**src/rtl/load_store_unit_if.sv**
```systemverilog
// Bus bundle for the load/store unit.
// Carries the core-side request/response handshake and the word-addressed
// data-memory port.
//   master : the environment side (core execute stage + data memory); drives
//            requests, memory grant/read data, and observes responses.
//   slave  : the load/store unit itself.
// Signals:
//   req_valid/req_ready/req_store/req_ctrl/req_addr/req_wdata  core request
//   rsp_valid/rsp_rdata/rsp_err                                core response
//   mem_req/mem_we/mem_addr/mem_be/mem_wdata                   memory request
//   mem_gnt/mem_rvalid/mem_rdata                               memory reply
interface load_store_unit_if #(
  parameter int ADDR_WIDTH = 32,
  parameter int DATA_WIDTH = 32
);
  logic                  req_valid;
  logic                  req_ready;
  logic                  req_store;
  logic [2:0]            req_ctrl;
  logic [ADDR_WIDTH-1:0] req_addr;
  logic [DATA_WIDTH-1:0] req_wdata;

  logic                  rsp_valid;
  logic [DATA_WIDTH-1:0] rsp_rdata;
  logic                  rsp_err;

  logic                  mem_req;
  logic                  mem_we;
  logic [ADDR_WIDTH-1:0] mem_addr;
  logic [3:0]            mem_be;
  logic [DATA_WIDTH-1:0] mem_wdata;
  logic                  mem_gnt;
  logic                  mem_rvalid;
  logic [DATA_WIDTH-1:0] mem_rdata;

  modport master (
    output req_valid, req_store, req_ctrl, req_addr, req_wdata,
    output mem_gnt, mem_rvalid, mem_rdata,
    input  req_ready, rsp_valid, rsp_rdata, rsp_err,
    input  mem_req, mem_we, mem_addr, mem_be, mem_wdata
  );

  modport slave (
    input  req_valid, req_store, req_ctrl, req_addr, req_wdata,
    input  mem_gnt, mem_rvalid, mem_rdata,
    output req_ready, rsp_valid, rsp_rdata, rsp_err,
    output mem_req, mem_we, mem_addr, mem_be, mem_wdata
  );
endinterface

```
**src/rtl/load_store_unit.sv**
```systemverilog
// Load/store unit: executes one load or store per transaction between the
// core execute stage and a word-addressed data memory.
//   Stores: byte enables from the width code and address lane, write data
//           replicated across lanes.
//   Loads:  addressed lane extracted, sign- or zero-extended.
//   Errors: misaligned access, illegal width code, memory timeout.
// Width codes: 1=byte, 2=half, 3=word, 4=byte-unsigned, 5=half-unsigned.
// Ports:
//   clk    rising-edge clock
//   rst_n  asynchronous active-low reset
//   bus    load_store_unit_if.slave (request, response and memory signals)
// Parameters:
//   ADDR_WIDTH      byte address width
//   DATA_WIDTH      data width, fixed at 32
//   TIMEOUT_CYCLES  max cycles spent in REQ+WAIT before an error response
module load_store_unit #(
  parameter int ADDR_WIDTH     = 32,
  parameter int DATA_WIDTH     = 32,
  parameter int TIMEOUT_CYCLES = 255
) (
  input  logic                clk,
  input  logic                rst_n,
  load_store_unit_if.slave    bus
);

  localparam int CNT_W = $clog2(TIMEOUT_CYCLES + 1);
  localparam logic [CNT_W-1:0] TMO_LAST = CNT_W'(TIMEOUT_CYCLES - 1);

  typedef enum logic [1:0] {IDLE, REQ, WAIT, RESP} state_t;

  state_t           state;
  logic [CNT_W-1:0] tmo_cnt;
  logic             store_q;
  logic [2:0]       ctrl_q;
  logic [1:0]       lane_q;

  // A request that can never reach memory: unknown code, unsigned store,
  // or an address not aligned to the access size.
  function automatic logic is_legal(input logic store, input logic [2:0] ctrl,
                                    input logic [1:0] lane);
    case (ctrl)
      3'd1:    is_legal = 1'b1;
      3'd2:    is_legal = ~lane[0];
      3'd3:    is_legal = (lane == 2'b00);
      3'd4:    is_legal = ~store;
      3'd5:    is_legal = ~store & ~lane[0];
      default: is_legal = 1'b0;
    endcase
  endfunction

  function automatic logic [3:0] store_be(input logic [2:0] ctrl, input logic [1:0] lane);
    case (ctrl)
      3'd1:    store_be = 4'b0001 << lane;
      3'd2:    store_be = lane[1] ? 4'b1100 : 4'b0011;
      default: store_be = 4'b1111;
    endcase
  endfunction

  function automatic logic [DATA_WIDTH-1:0] store_data(input logic [2:0] ctrl,
                                                       input logic [DATA_WIDTH-1:0] wdata);
    case (ctrl)
      3'd1:    store_data = {4{wdata[7:0]}};
      3'd2:    store_data = {2{wdata[15:0]}};
      default: store_data = wdata;
    endcase
  endfunction

  function automatic logic [DATA_WIDTH-1:0] load_extend(input logic [2:0] ctrl,
                                                        input logic [1:0] lane,
                                                        input logic [DATA_WIDTH-1:0] word);
    logic [7:0]  b;
    logic [15:0] h;
    b = word[{lane, 3'b000} +: 8];
    h = word[{lane[1], 4'b0000} +: 16];
    case (ctrl)
      3'd1:    load_extend = {{24{b[7]}}, b};
      3'd2:    load_extend = {{16{h[15]}}, h};
      3'd4:    load_extend = {24'd0, b};
      3'd5:    load_extend = {16'd0, h};
      default: load_extend = word;
    endcase
  endfunction

  always_ff @(posedge clk or negedge rst_n) begin
    if (!rst_n) begin
      state         <= IDLE;
      tmo_cnt       <= '0;
      store_q       <= 1'b0;
      ctrl_q        <= 3'd0;
      lane_q        <= 2'd0;
      bus.req_ready <= 1'b1;
      bus.rsp_valid <= 1'b0;
      bus.rsp_rdata <= '0;
      bus.rsp_err   <= 1'b0;
      bus.mem_req   <= 1'b0;
      bus.mem_we    <= 1'b0;
      bus.mem_addr  <= '0;
      bus.mem_be    <= 4'b0000;
      bus.mem_wdata <= '0;
    end else begin
      case (state)
        // Accept and latch one request; illegal ones skip memory entirely.
        IDLE: begin
          tmo_cnt <= '0;
          if (bus.req_valid) begin
            bus.req_ready <= 1'b0;
            store_q       <= bus.req_store;
            ctrl_q        <= bus.req_ctrl;
            lane_q        <= bus.req_addr[1:0];
            if (is_legal(bus.req_store, bus.req_ctrl, bus.req_addr[1:0])) begin
              state         <= REQ;
              bus.mem_req   <= 1'b1;
              bus.mem_we    <= bus.req_store;
              bus.mem_addr  <= {bus.req_addr[ADDR_WIDTH-1:2], 2'b00};
              bus.mem_be    <= bus.req_store ? store_be(bus.req_ctrl, bus.req_addr[1:0])
                                             : 4'b1111;
              bus.mem_wdata <= bus.req_store ? store_data(bus.req_ctrl, bus.req_wdata)
                                             : '0;
            end else begin
              // rsp_valid is raised from RESP one cycle later, keeping the
              // error response two cycles after acceptance.
              state       <= RESP;
              bus.rsp_err <= 1'b1;
            end
          end
        end
        // Hold the memory request until granted; gnt wins over timeout.
        REQ: begin
          tmo_cnt <= tmo_cnt + 1'b1;
          if (bus.mem_gnt) begin
            bus.mem_req <= 1'b0;
            bus.mem_we  <= 1'b0;
            if (store_q) begin
              state         <= RESP;
              bus.rsp_valid <= 1'b1;
            end else if (bus.mem_rvalid) begin
              state         <= RESP;
              bus.rsp_valid <= 1'b1;
              bus.rsp_rdata <= load_extend(ctrl_q, lane_q, bus.mem_rdata);
            end else begin
              state <= WAIT;
            end
          end else if (tmo_cnt == TMO_LAST) begin
            state         <= RESP;
            bus.mem_req   <= 1'b0;
            bus.mem_we    <= 1'b0;
            bus.rsp_valid <= 1'b1;
            bus.rsp_err   <= 1'b1;
          end
        end
        // Load granted, waiting for read data; the timeout budget carries over.
        WAIT: begin
          tmo_cnt <= tmo_cnt + 1'b1;
          if (bus.mem_rvalid) begin
            state         <= RESP;
            bus.rsp_valid <= 1'b1;
            bus.rsp_rdata <= load_extend(ctrl_q, lane_q, bus.mem_rdata);
          end else if (tmo_cnt == TMO_LAST) begin
            state         <= RESP;
            bus.rsp_valid <= 1'b1;
            bus.rsp_err   <= 1'b1;
          end
        end
        // One-cycle response strobe; rdata/err are cleared on the way out.
        RESP: begin
          if (!bus.rsp_valid) begin
            bus.rsp_valid <= 1'b1;
          end else begin
            state         <= IDLE;
            bus.rsp_valid <= 1'b0;
            bus.rsp_err   <= 1'b0;
            bus.rsp_rdata <= '0;
            bus.req_ready <= 1'b1;
          end
        end
        default: state <= IDLE;
      endcase
    end
  end

endmodule

```
**src/flat_wrapper.sv**
```systemverilog
// flat-port wrapper written by rule: the top's interface ports become plain ports
module load_store_unit_flat 
#(
  parameter int ADDR_WIDTH     = 32,
  parameter int DATA_WIDTH     = 32,
  parameter int TIMEOUT_CYCLES = 255
)
  (clk, rst_n, bus_req_valid, bus_req_store, bus_req_ctrl, bus_req_addr, bus_req_wdata, bus_mem_gnt, bus_mem_rvalid, bus_mem_rdata, bus_req_ready, bus_rsp_valid, bus_rsp_rdata, bus_rsp_err, bus_mem_req, bus_mem_we, bus_mem_addr, bus_mem_be, bus_mem_wdata);
  load_store_unit_if #(.ADDR_WIDTH(ADDR_WIDTH), .DATA_WIDTH(DATA_WIDTH)) bus_i ();
  input  logic clk;
  input  logic rst_n;
  input wire logic [$bits(bus_i.req_valid)-1:0] bus_req_valid;
  input wire logic [$bits(bus_i.req_store)-1:0] bus_req_store;
  input wire logic [$bits(bus_i.req_ctrl)-1:0] bus_req_ctrl;
  input wire logic [$bits(bus_i.req_addr)-1:0] bus_req_addr;
  input wire logic [$bits(bus_i.req_wdata)-1:0] bus_req_wdata;
  input wire logic [$bits(bus_i.mem_gnt)-1:0] bus_mem_gnt;
  input wire logic [$bits(bus_i.mem_rvalid)-1:0] bus_mem_rvalid;
  input wire logic [$bits(bus_i.mem_rdata)-1:0] bus_mem_rdata;
  output wire logic [$bits(bus_i.req_ready)-1:0] bus_req_ready;
  output wire logic [$bits(bus_i.rsp_valid)-1:0] bus_rsp_valid;
  output wire logic [$bits(bus_i.rsp_rdata)-1:0] bus_rsp_rdata;
  output wire logic [$bits(bus_i.rsp_err)-1:0] bus_rsp_err;
  output wire logic [$bits(bus_i.mem_req)-1:0] bus_mem_req;
  output wire logic [$bits(bus_i.mem_we)-1:0] bus_mem_we;
  output wire logic [$bits(bus_i.mem_addr)-1:0] bus_mem_addr;
  output wire logic [$bits(bus_i.mem_be)-1:0] bus_mem_be;
  output wire logic [$bits(bus_i.mem_wdata)-1:0] bus_mem_wdata;
  assign bus_i.req_valid = bus_req_valid;
  assign bus_i.req_store = bus_req_store;
  assign bus_i.req_ctrl = bus_req_ctrl;
  assign bus_i.req_addr = bus_req_addr;
  assign bus_i.req_wdata = bus_req_wdata;
  assign bus_i.mem_gnt = bus_mem_gnt;
  assign bus_i.mem_rvalid = bus_mem_rvalid;
  assign bus_i.mem_rdata = bus_mem_rdata;
  assign bus_req_ready = bus_i.req_ready;
  assign bus_rsp_valid = bus_i.rsp_valid;
  assign bus_rsp_rdata = bus_i.rsp_rdata;
  assign bus_rsp_err = bus_i.rsp_err;
  assign bus_mem_req = bus_i.mem_req;
  assign bus_mem_we = bus_i.mem_we;
  assign bus_mem_addr = bus_i.mem_addr;
  assign bus_mem_be = bus_i.mem_be;
  assign bus_mem_wdata = bus_i.mem_wdata;
  load_store_unit #(.ADDR_WIDTH(ADDR_WIDTH), .DATA_WIDTH(DATA_WIDTH), .TIMEOUT_CYCLES(TIMEOUT_CYCLES)) u_core (.clk(clk), .rst_n(rst_n), .bus(bus_i));
endmodule
```
**config.mk**
```make
export PLATFORM = sky130hd
export DESIGN_NAME = load_store_unit_flat
export DESIGN_NICKNAME = d
export VERILOG_FILES = /design/src/rtl/load_store_unit_if.sv /design/src/rtl/load_store_unit.sv /design/src/flat_wrapper.sv
export SDC_FILE = /design/constraint.sdc
export NUM_CORES = 1
export LEC_CHECK = 0
export ABC_AREA = 0
export CORE_MARGIN = 10
export CORE_UTILIZATION = 35
export DETAILED_ROUTE_END_ITERATION = 10
export GPL_TIMING_DRIVEN = 0
export SETUP_SLACK_MARGIN = 0.3
export SLEW_MARGIN = 10
export SYNTH_ARGS = -nofsm -noshare
export SYNTH_HDL_FRONTEND = slang
export SYNTH_SLANG_ARGS = --single-unit
```
**constraint.sdc**
```tcl
create_clock -name clk -period 3.2 [get_ports clk]
set_input_delay 0.64 -clock clk [delete_from_list [all_inputs] [get_ports clk]]
set_output_delay 0.64 -clock clk [all_outputs]
set_load 0.02 [all_outputs]
```
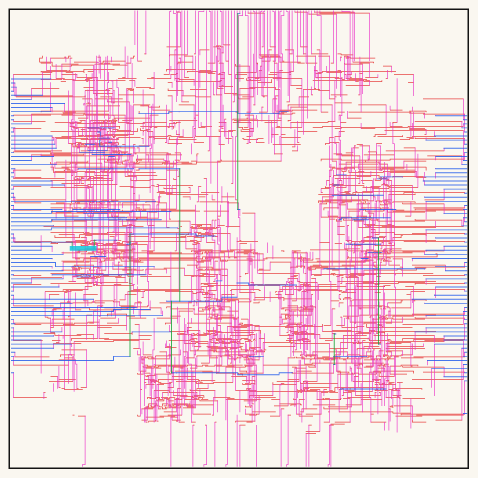
*Metal layers overlaid, run 1*
Drawn at 3 px/µm.
- green: M4 (wire length 224 µm)
- red: M1 (wire length 8,710 µm)
- blue: M3 (wire length 1,960 µm)
- magenta: M2 (wire length 9,130 µm)
- cyan: M5 (wire length 7.40 µm)
final wirelength: 20.03 mm
GRT Total Usage: 0.1689

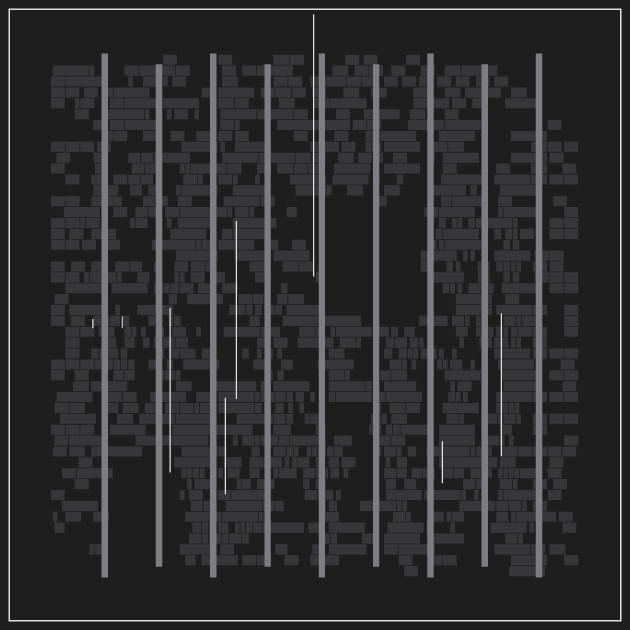
*Signal wires on met4, run 1*
Drawn at 4 px/µm. Supply wires on this layer in grey. Cells faint in the background.
- wire length on this layer: 224 µm
- longest straight run: 65.3 µm
- main direction: vertical
routed vias: 5,382

==> reports/results.txt, run 1 <==
outcome = finished clean
clock buffer depth = 2
die area = 0.02326 mm²
tool warnings = 31
layout cells sized above 1 = 0.1510
unrepaired setup endpoints after global routing = false
DR DRC count = 0
sequential element share of the synthesized area = 0.4846
CTS H-tree depth = 4
Sw Pwr = 3621 µW
Fin. Hold Viols = 0
post-route cell area = 0.009193 mm²
largest net degree at the start of global routing = 65
Post-synth EDFFs = 0
ys async rst share = 1.000
Critical Path Max Stage Delay = 450 ps
Top cell excl fill/tap = clkdlybuf4s50_1
Hold Path Class = in -> async
Yosys Chip Area = 0.006147 mm²
GP Congestion = 0.8806
Slew Limit Headroom = 0.5130
critical path class = reg -> reg
clock network power share = 0.235
FILL cells = 1,490
post-CTS setup buffer count = 0
Die Wd = 152.5 µm
Num CTS Buffers = 17
CP startpoint = u_core.state[0]$_DFFE_PN0P_
Post-DP HPWL = 15.59 mm
Worst-path clk slew = 50 ps
Logic pwr share = 0.490
Layout Cells excl Fill = 1,048
worst setup path end = u_core.bus.mem_wdata[23]$_DFFE_PN0P_
Most common reg cell = dfrtp_1
Yosys reg bits = 119
FF-to-FF path depth = 9
max-slew violation count = 0
leak pwr = 0.003972 µW
Syn Area/Cell = 10.54 µm²
Placed Cells = 1,014
Switching Share = 0.3798
Seq pwr share = 0.275
CP arrival = 2770 ps
Worst Setup Start Kind = flop
delay-heaviest family, CP = buffers and inverters
clk_lat worst skew = 420 ps
vias in the first global route = 5,715
chip height = 152.5 µm
Final period util = 0.7739
post-cts repair resize count = 0
final setup fails = 0
crit path max fanout = 10
seq pwr = 2620 µW
Placement Rows = 48
Critical Path RT = 3500 ps
CP Depth = 9
Layout Nets = 920
crit path time final = 2476 ps
area grow syn2layout = 49.54%
start of the worst register-to-register path = u_core.state[0]$_DFFE_PN0P_
Initial DRT Pass Iterations = 5
io pins = 210
initial drt markers = 260
Cell Type Count = 61
vias per cell = 5.135
P_clk = 2240 µW
# Cells Yosys = 583
placed cell area = 0.008503 mm²
P_comb = 4670 µW
critical path, cell by cell = inv_1 > ha_1 > and4bb_2 > and2_1 > buf_2 > o21ai_2 > buf_4 > buf_6 > mux2_2
CTS sink cnt = 119
max-cap check violation count = 0
fin worst setup slack = 723.7 ps
Final Skew = 9.764 ps
cts hold-fix bufs = 0
first-pass GRT wire length = 31.62 mm
Worst Max-Slew Pin Slew = 729.2 ps
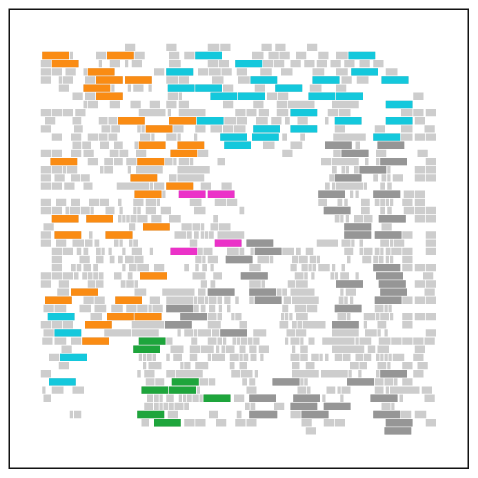
*Sequential cells grouped by signal name, run 1*
Drawn at 3 px/µm. Other sequential cells in the stronger grey, the rest of the logic in the fainter grey.
- green: u_core.tmo_cnt (sequential cells 8)
- magenta: u_core.bus.mem_be (sequential cells 4; where centre)
- cyan: u_core.bus.mem_addr (sequential cells 30)
- orange: u_core.bus.mem_wdata (sequential cells 32)

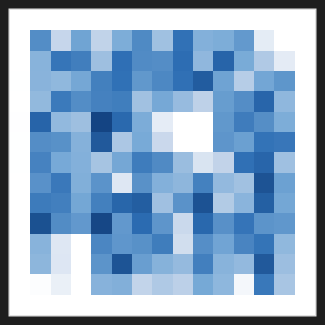
*Placement density heat map, run 1*
Drawn at 2 px/µm. The die is cut into 15 by 15 equal tiles; white is low, dark blue is high, 0 to 100% covered.
- nearly empty tiles: 29%
- tiles over 75% full: 8.9%
- fullest tile: 92%
- mean over tiles: 38%
- emptiest ninth of the die: lower left
CORE AREA: 0.01724 mm²
fp util: 0.3566
Core Util, Final: 0.5333

-- run 1: logic make-up after synthesis --
| kind of cell | synth area share |
|---|---|
| buf+inv | 0.06188 |
| fa+ha+maj | 0.01425 |
| flops | 0.4846 |
| simple gates | 0.1091 |
| xor+xnor | 0.007125 |
| mux | 0.1486 |
| other cells | 0.0006100 |
| compound gates | 0.1738 |
-- run 1: synthesized netlist by cell type, drive strengths merged (7+ instances only) --
master	instances
dfrtp	118
clkbuf	25
nand2b	10
nor2	39
buf	21
o221ai	24
mux2	56
a22oi	9
o21ai	45
a21oi	17
o22a	9
mux2i	26
inv	35
nand3	13
o41ai	8
nand2	52
ha	7
a21boi	10
-- run 1: flip-flops by register name, indices dropped and copies added (netlist names), 2 cells and up --
register / flops
u_core.bus.mem_addr: 30
u_core.bus.mem_be: 4
u_core.bus.mem_wdata: 32
u_core.bus.rsp_rdata: 32
u_core.ctrl_q: 3
u_core.lane_q: 2
u_core.state: 2
u_core.tmo_cnt: 8
-- run 1: layout make-up --
type	instances	area (µm²)	area share
Clock inverter	13	251.5	0.02736
Inverter	35	131.4	0.01429
Tap cell	225	281.5	0.03062
Timing Repair Buffer	205	2071	0.2253
Multi-Input combinational cell	384	2791	0.3037
Buffer	46	249.0	0.02709
Antenna cell	2	5.005	0.0005444
Sequential cell	119	2979	0.3241
Clock buffer	19	432.9	0.04709
-- run 1: metrics by stage --
stage,total power (µW),util,TNS (ps)
floorplan,5273,-,0
global placement,7280,0.4917,-383340
detailed placement,7356,0.4933,0
CTS,9638,0.5330,0
global route,10160,0.5332,0
finish,9534,0.5333,0
-- run 1: metal layers --
layer,track usage,vias to the layer above,share of wire
met5,0,-,0.00035
met1,0.2037,2584,0.43
met4,0.04269,2,0.011
li1,-,2550,-
met2,0.2655,231,0.46
met3,0.08100,15,0.098
==> run 2, diff against run 1 <==
Clock period 3.2 ns to 2.3 ns, I/O delays scaled along.
==> run 2 against run 1 <==
Total power increased by 49%. Flip-flop count is the same. Fmax rose by 20%. First-iteration DRC count is 10% higher. Die area did not move. Utilization grew 4.2 points. Largest cell class is now multi-input combinational cells. Via count up 5.0%. Final area is 7.9% higher. Synthesized cell count unchanged. Largest power group unchanged. Critical endpoint is now u_core.bus.mem_wdata[17]$_DFFE_PN0P_. Routed wire length grew 5.8%.
==> reports/results.txt, run 2 <==
Logic pwr share = 0.539 (+0.049)
start of the worst register-to-register path = u_core.state[0]$_DFFE_PN0P_
Synth top area share = 0.4804
Post-synth EDFFs = 0 (unchanged)
Adders+Majority by Area = 0.01425 (unchanged)
worst setup path end = u_core.bus.mem_wdata[17]$_DFFE_PN0P_
register area = 0.002980 mm² (about the same)
# Cells Yosys = 583 (unchanged)
Final period util = 0.8985 (+0.1246)
CTS H-tree depth = 4 (unchanged)
Basic Gates by Area = 0.1091 (unchanged)
vias in the first global route = 5,894 (+3.1%)
Comb/total area = 0.3105 (+0.006844)
tool warnings = 34 (+9.7%)
Leading cell kind = multi-input combinational cells
post-route cell area = 0.009921 mm² (+7.9%)
Design Power = 14,170 µW (+49%)
final wirelength = 21.20 mm (+5.8%)
first-pass GRT wire length = 33.54 mm (+6.1%)
clock network power share = 0.205 (-0.030)
diode count = 2 (unchanged)
count of plain and timing-repair buffers = 285 (+14%)
Yosys reg bits = 119 (unchanged)
Syn Area/Cell = 10.54 µm² (unchanged)
layout cells sized above 1 = 0.2363 (+0.08522)
Seq cells = 119 (unchanged)
# clk buffers = 19 (unchanged)
total negative slack = 0 ps (unchanged)
Seq pwr share = 0.257 (-0.018)
Hold Path Class = in -> reg
Switching Share = 0.3836 (+0.003862)
leak pwr = 0.004445 µW (+12%)
Initial DRT Pass Iterations = 5 (unchanged)
Layout Nets = 954 (+3.7%)
unrepaired setup endpoints after global routing = true
MUX area fraction = 0.1486 (unchanged)
max-slew violation count = 0 (unchanged)
Cell Type Count = 61 (unchanged)
ys async rst share = 1.000 (unchanged)
GRT Total Usage = 0.1772 (+0.008296)
Post-Synth XOR/XNOR Area = 0.007124 (unchanged)
Post-DP HPWL = 15.56 mm (-0.23%)
critical path class = reg -> reg
sequential element share of the synthesized area = 0.4846 (unchanged)
outcome = finished clean
die area = 0.02326 mm² (unchanged)
initial drt markers = 287 (+10%)
routed vias = 5,650 (+5.0%)
Slew Limit Headroom = 0.4824 (-0.03056)
FF-to-FF path depth = 9 (unchanged)
placed cell area = 0.008539 mm² (+0.43%)
Layout Cells excl Fill = 1,082 (+3.2%)
CP arrival = 2360 ps (-410 ps)
Dominant combinational family = AND-OR/OR-AND gates
Core Util, Final = 0.5756 (+0.04225)
crit path time final = 2067 ps (-409.8 ps)
final setup fails = 0 (unchanged)
Worst-path clk slew = 60 ps (about the same)
Top cell excl fill/tap = clkdlybuf4s50_1
DR DRC count = 0 (unchanged)
Die Wd = 152.5 µm (unchanged)
clk_lat worst skew = 410 ps (about the same)
Placement Rows = 48 (unchanged)
Most common reg cell = dfrtp_1
Comb gate area = 0.003080 mm² (+10%)
clk tree area frac = 0.06419 (-0.01026)
fin worst setup slack = 233.5 ps (-490.2 ps)
Fin. Hold Viols = 0 (unchanged)
crit path max fanout = 7 (-3)
clock buffer depth = 2 (unchanged)
Sw Pwr = 5437 µW (+50%)
#MultiIn Comb = 384 (unchanged)
vias per cell = 5.222 (+1.7%)
Worst Max-Slew Pin Slew = 756.8 ps (+27.61 ps)
Final Skew = 8.886 ps (-0.8782 ps)
fp util = 0.3566 (unchanged)
chip height = 152.5 µm (unchanged)
Critical Path RT = 2600 ps (-900 ps)
biggest regs = u_core.bus.mem_wdata x32, u_core.bus.rsp_rdata x32, u_core.bus.mem_addr x30
CP startpoint = u_core.state[0]$_DFFE_PN0P_
Non-Clock Inverter Count = 35 (unchanged)
Post-Synth AOI/OAI Area = 0.1738 (unchanged)
run 2: cell counts after synthesis:
No cell type changed its count.
run 2: routing by layer:
metal | GRT usage | routed length, µm | vias up
li1 | - | - | 2621
met1 | 0.2284 | 9293 | 2753
met2 | 0.2761 | 9889 | 244
met3 | 0.05984 | 1702 | 30
met4 | 0.05177 | 298 | 2
met5 | 0 | 11 | -
run 2: power by group through the flow:
stage | sequential, µW | combinational [µW] | clock, µW
after detailed placement | 3660 | 6610 | 0
final | 3640 | 7640 | 2900
after global routing | 3760 | 8230 | 3050
after floorplan | 4630 | 2750 | 0
after CTS | 3640 | 7200 | 2940
after global placement | 3630 | 6530 | 0
run 2: worst max-delay path: stages (launching register included):
cell	delay [ps]
dfrtp_2	430
inv_2	90
ha_4	140
nor2b_1	240
o211a_4	260
o21ai_4	90
buf_8	150
buf_12	120
buf_16	130
mux2_4	290
run 2: repair_timing:
item | CTS | global route
gates resized | 68 | 51
setup buffers | 17 | 10
gates cloned | 2 | 4
pin swaps | 5 | 21
hold buffers | 1 | 0
endpoints found under the setup margin | 100 | 100
hold endpoints to repair | 18 | 0
run 2: worst min-delay path by stage:
stage,startpoint,end,cells after the start
after floorplan,rst_n,u_core.bus.mem_addr[10]$_DFFE_PN0P_,0
after global placement,u_core.bus.rsp_rdata[26]$_DFFE_PN0P_,u_core.bus.rsp_rdata[26]$_DFFE_PN0P_,2
after detailed placement,rst_n,u_core.bus.mem_addr[8]$_DFFE_PN0P_,1
after CTS,bus_req_ctrl[1],u_core.ctrl_q[1]$_DFFE_PN0P_,2
after global routing,bus_req_ctrl[1],u_core.ctrl_q[1]$_DFFE_PN0P_,2
final,bus_mem_rdata[31],u_core.bus.rsp_rdata[31]$_DFFE_PN0P_,3
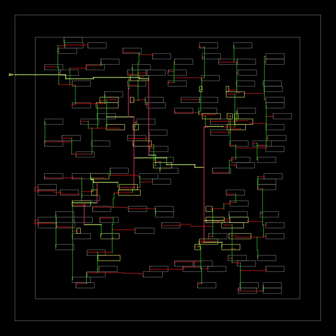
*Clock wiring as the flow saved it, run 2*
CTS sink cnt: 119
Num CTS Buffers: 17

==> run 3, diff against run 2 <==
Settings changed: ABC_CLOCK_PERIOD_IN_PS set to 2300.
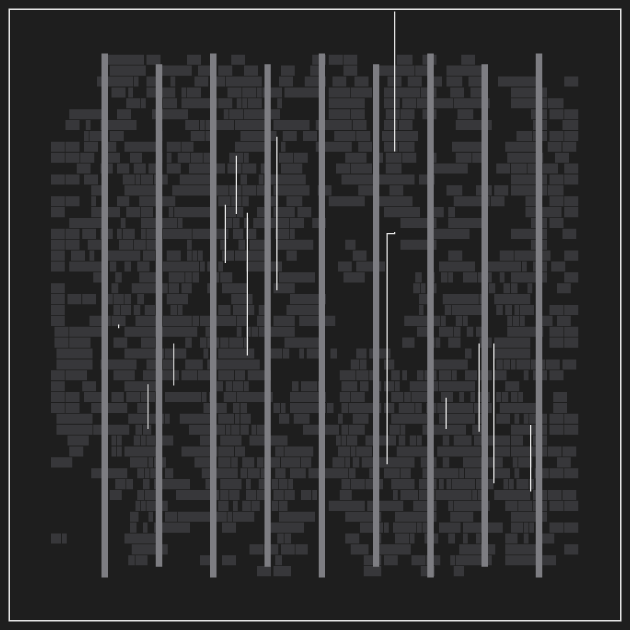
*Signal wires on met4, run 3*
Drawn at 4 px/µm. Supply wires on this layer in grey. Cells faint in the background.
- wire length on this layer: 298 µm
- longest straight run: 57.5 µm
- main direction: vertical
- nets with wire on the layer: 9
- share of all routed wire: 1.4%
final wirelength: 21.20 mm
routed vias: 5,650

==> run 3 against run 2 <==
Total power is the same. Non-clock buffer count is the same. Cell count is the same. Critical endpoint unchanged. Largest power group unchanged.
==> reports/results.txt, run 3 <==
WHS Path Cells = 3 (unchanged)
biggest regs = u_core.bus.mem_wdata x32, u_core.bus.rsp_rdata x32, u_core.bus.mem_addr x30
Worst Hold Launch = bus_mem_rdata[31]
crit path max fanout = 7 (unchanged)
register area = 0.002980 mm² (unchanged)
initial drt markers = 287 (unchanged)
# Cells Yosys = 583 (unchanged)
Comb gate area = 0.003080 mm² (unchanged)
Fin. Hold Viols = 0 (unchanged)
first-pass GRT wire length = 33.54 mm (unchanged)
# clk buffers = 19 (unchanged)
MUX area fraction = 0.1486 (unchanged)
leak pwr = 0.004445 µW (unchanged)
Num CTS Buffers = 17 (unchanged)
tool warnings = 34 (unchanged)
Most common reg cell = dfrtp_1
clk tree area frac = 0.06419 (unchanged)
Worst-path clk slew = 60 ps (about the same)
FF-to-FF path depth = 9 (unchanged)
Comb/total area = 0.3105 (unchanged)
Leading cell kind = multi-input combinational cells
Syn Area/Cell = 10.54 µm² (unchanged)
Placement Rows = 48 (unchanged)
CP startpoint = u_core.state[0]$_DFFE_PN0P_
DR DRC count = 0 (unchanged)
Slew Limit Headroom = 0.4824 (unchanged)
outcome = finished clean
sequential element share of the synthesized area = 0.4846 (unchanged)
vias per cell = 5.222 (unchanged)
Post-Synth AOI/OAI Area = 0.1738 (unchanged)
Worst Max-Slew Pin Slew = 756.8 ps (unchanged)
count of plain and timing-repair buffers = 285 (unchanged)
Dominant combinational family = AND-OR/OR-AND gates
Yosys reg bits = 119 (unchanged)
die area = 0.02326 mm² (unchanged)
Core Util, Final = 0.5756 (unchanged)
clock buffer depth = 2 (unchanged)
fin worst setup slack = 233.5 ps (unchanged)
Cell Type Count = 61 (unchanged)
Final Skew = 8.886 ps (unchanged)
critical path class = reg -> reg
Initial DRT Pass Iterations = 5 (unchanged)
Non-Clock Inverter Count = 35 (unchanged)
ys async rst share = 1.000 (unchanged)
[run 3: cell counts after synthesis]
No cell type changed its count.
[run 3: what timing repair did]
action	in CTS	in global routing
gates resized	68	51
setup buffers	17	10
pin swaps	5	21
hold endpoints to repair	18	0
hold buffers	1	0
gates cloned	2	4
setup endpoints to repair	100	100
[run 3: power breakdown]
part / internal (µW) / switching (µW)
registers: 3070 / 564
clock network: 1920 / 983
logic: 3750 / 3890
total: 8740 / 5440
[run 3: stage by stage]
step           cells  cell area (µm²)  setup TNS (ps)  total power [µW]
3_3_place_gp    1013             8511         -492290             10160
6_report        1082             9921               0             14170
4_1_cts         1066             9634               0             13790
3_5_place_dp    1014             8539          -24460             10280
5_1_grt         1080             9916               0             15050
2_1_floorplan    584             6187               0              7381
[run 3: critical path: stages, from the launching register on]
cell     delay (ps)
dfrtp_2         430
inv_2            90
ha_4            140
nor2b_1         240
o211a_4         260
o21ai_4          90
buf_8           150
buf_12          120
buf_16          130
mux2_4          290
[run 3: worst max-delay path by stage]
stage | end | slack [ps]
floorplan | u_core.bus.mem_addr[27]$_DFFE_PN0P_ | 290
global placement | u_core.bus.mem_addr[27]$_DFFE_PN0P_ | -3990
detailed placement | u_core.bus.mem_addr[29]$_DFFE_PN0P_ | -400
CTS | u_core.bus.mem_wdata[19]$_DFFE_PN0P_ | 220
global route | u_core.bus.mem_addr[5]$_DFFE_PN0P_ | 150
finish | u_core.bus.mem_wdata[17]$_DFFE_PN0P_ | 230
[run 3: routing by layer]
layer  up-vias  routed length (µm)  global-route usage  share of wire
met1      2753                9293              0.2284           0.44
met4         2                 298             0.05177          0.014
met3        30                1702             0.05984          0.080
met2       244                9889              0.2761           0.47
li1       2621                   -                   -              -
met5         -                  11                   0        0.00052
No activity file was given, so power comes from the tool's default toggle rates.
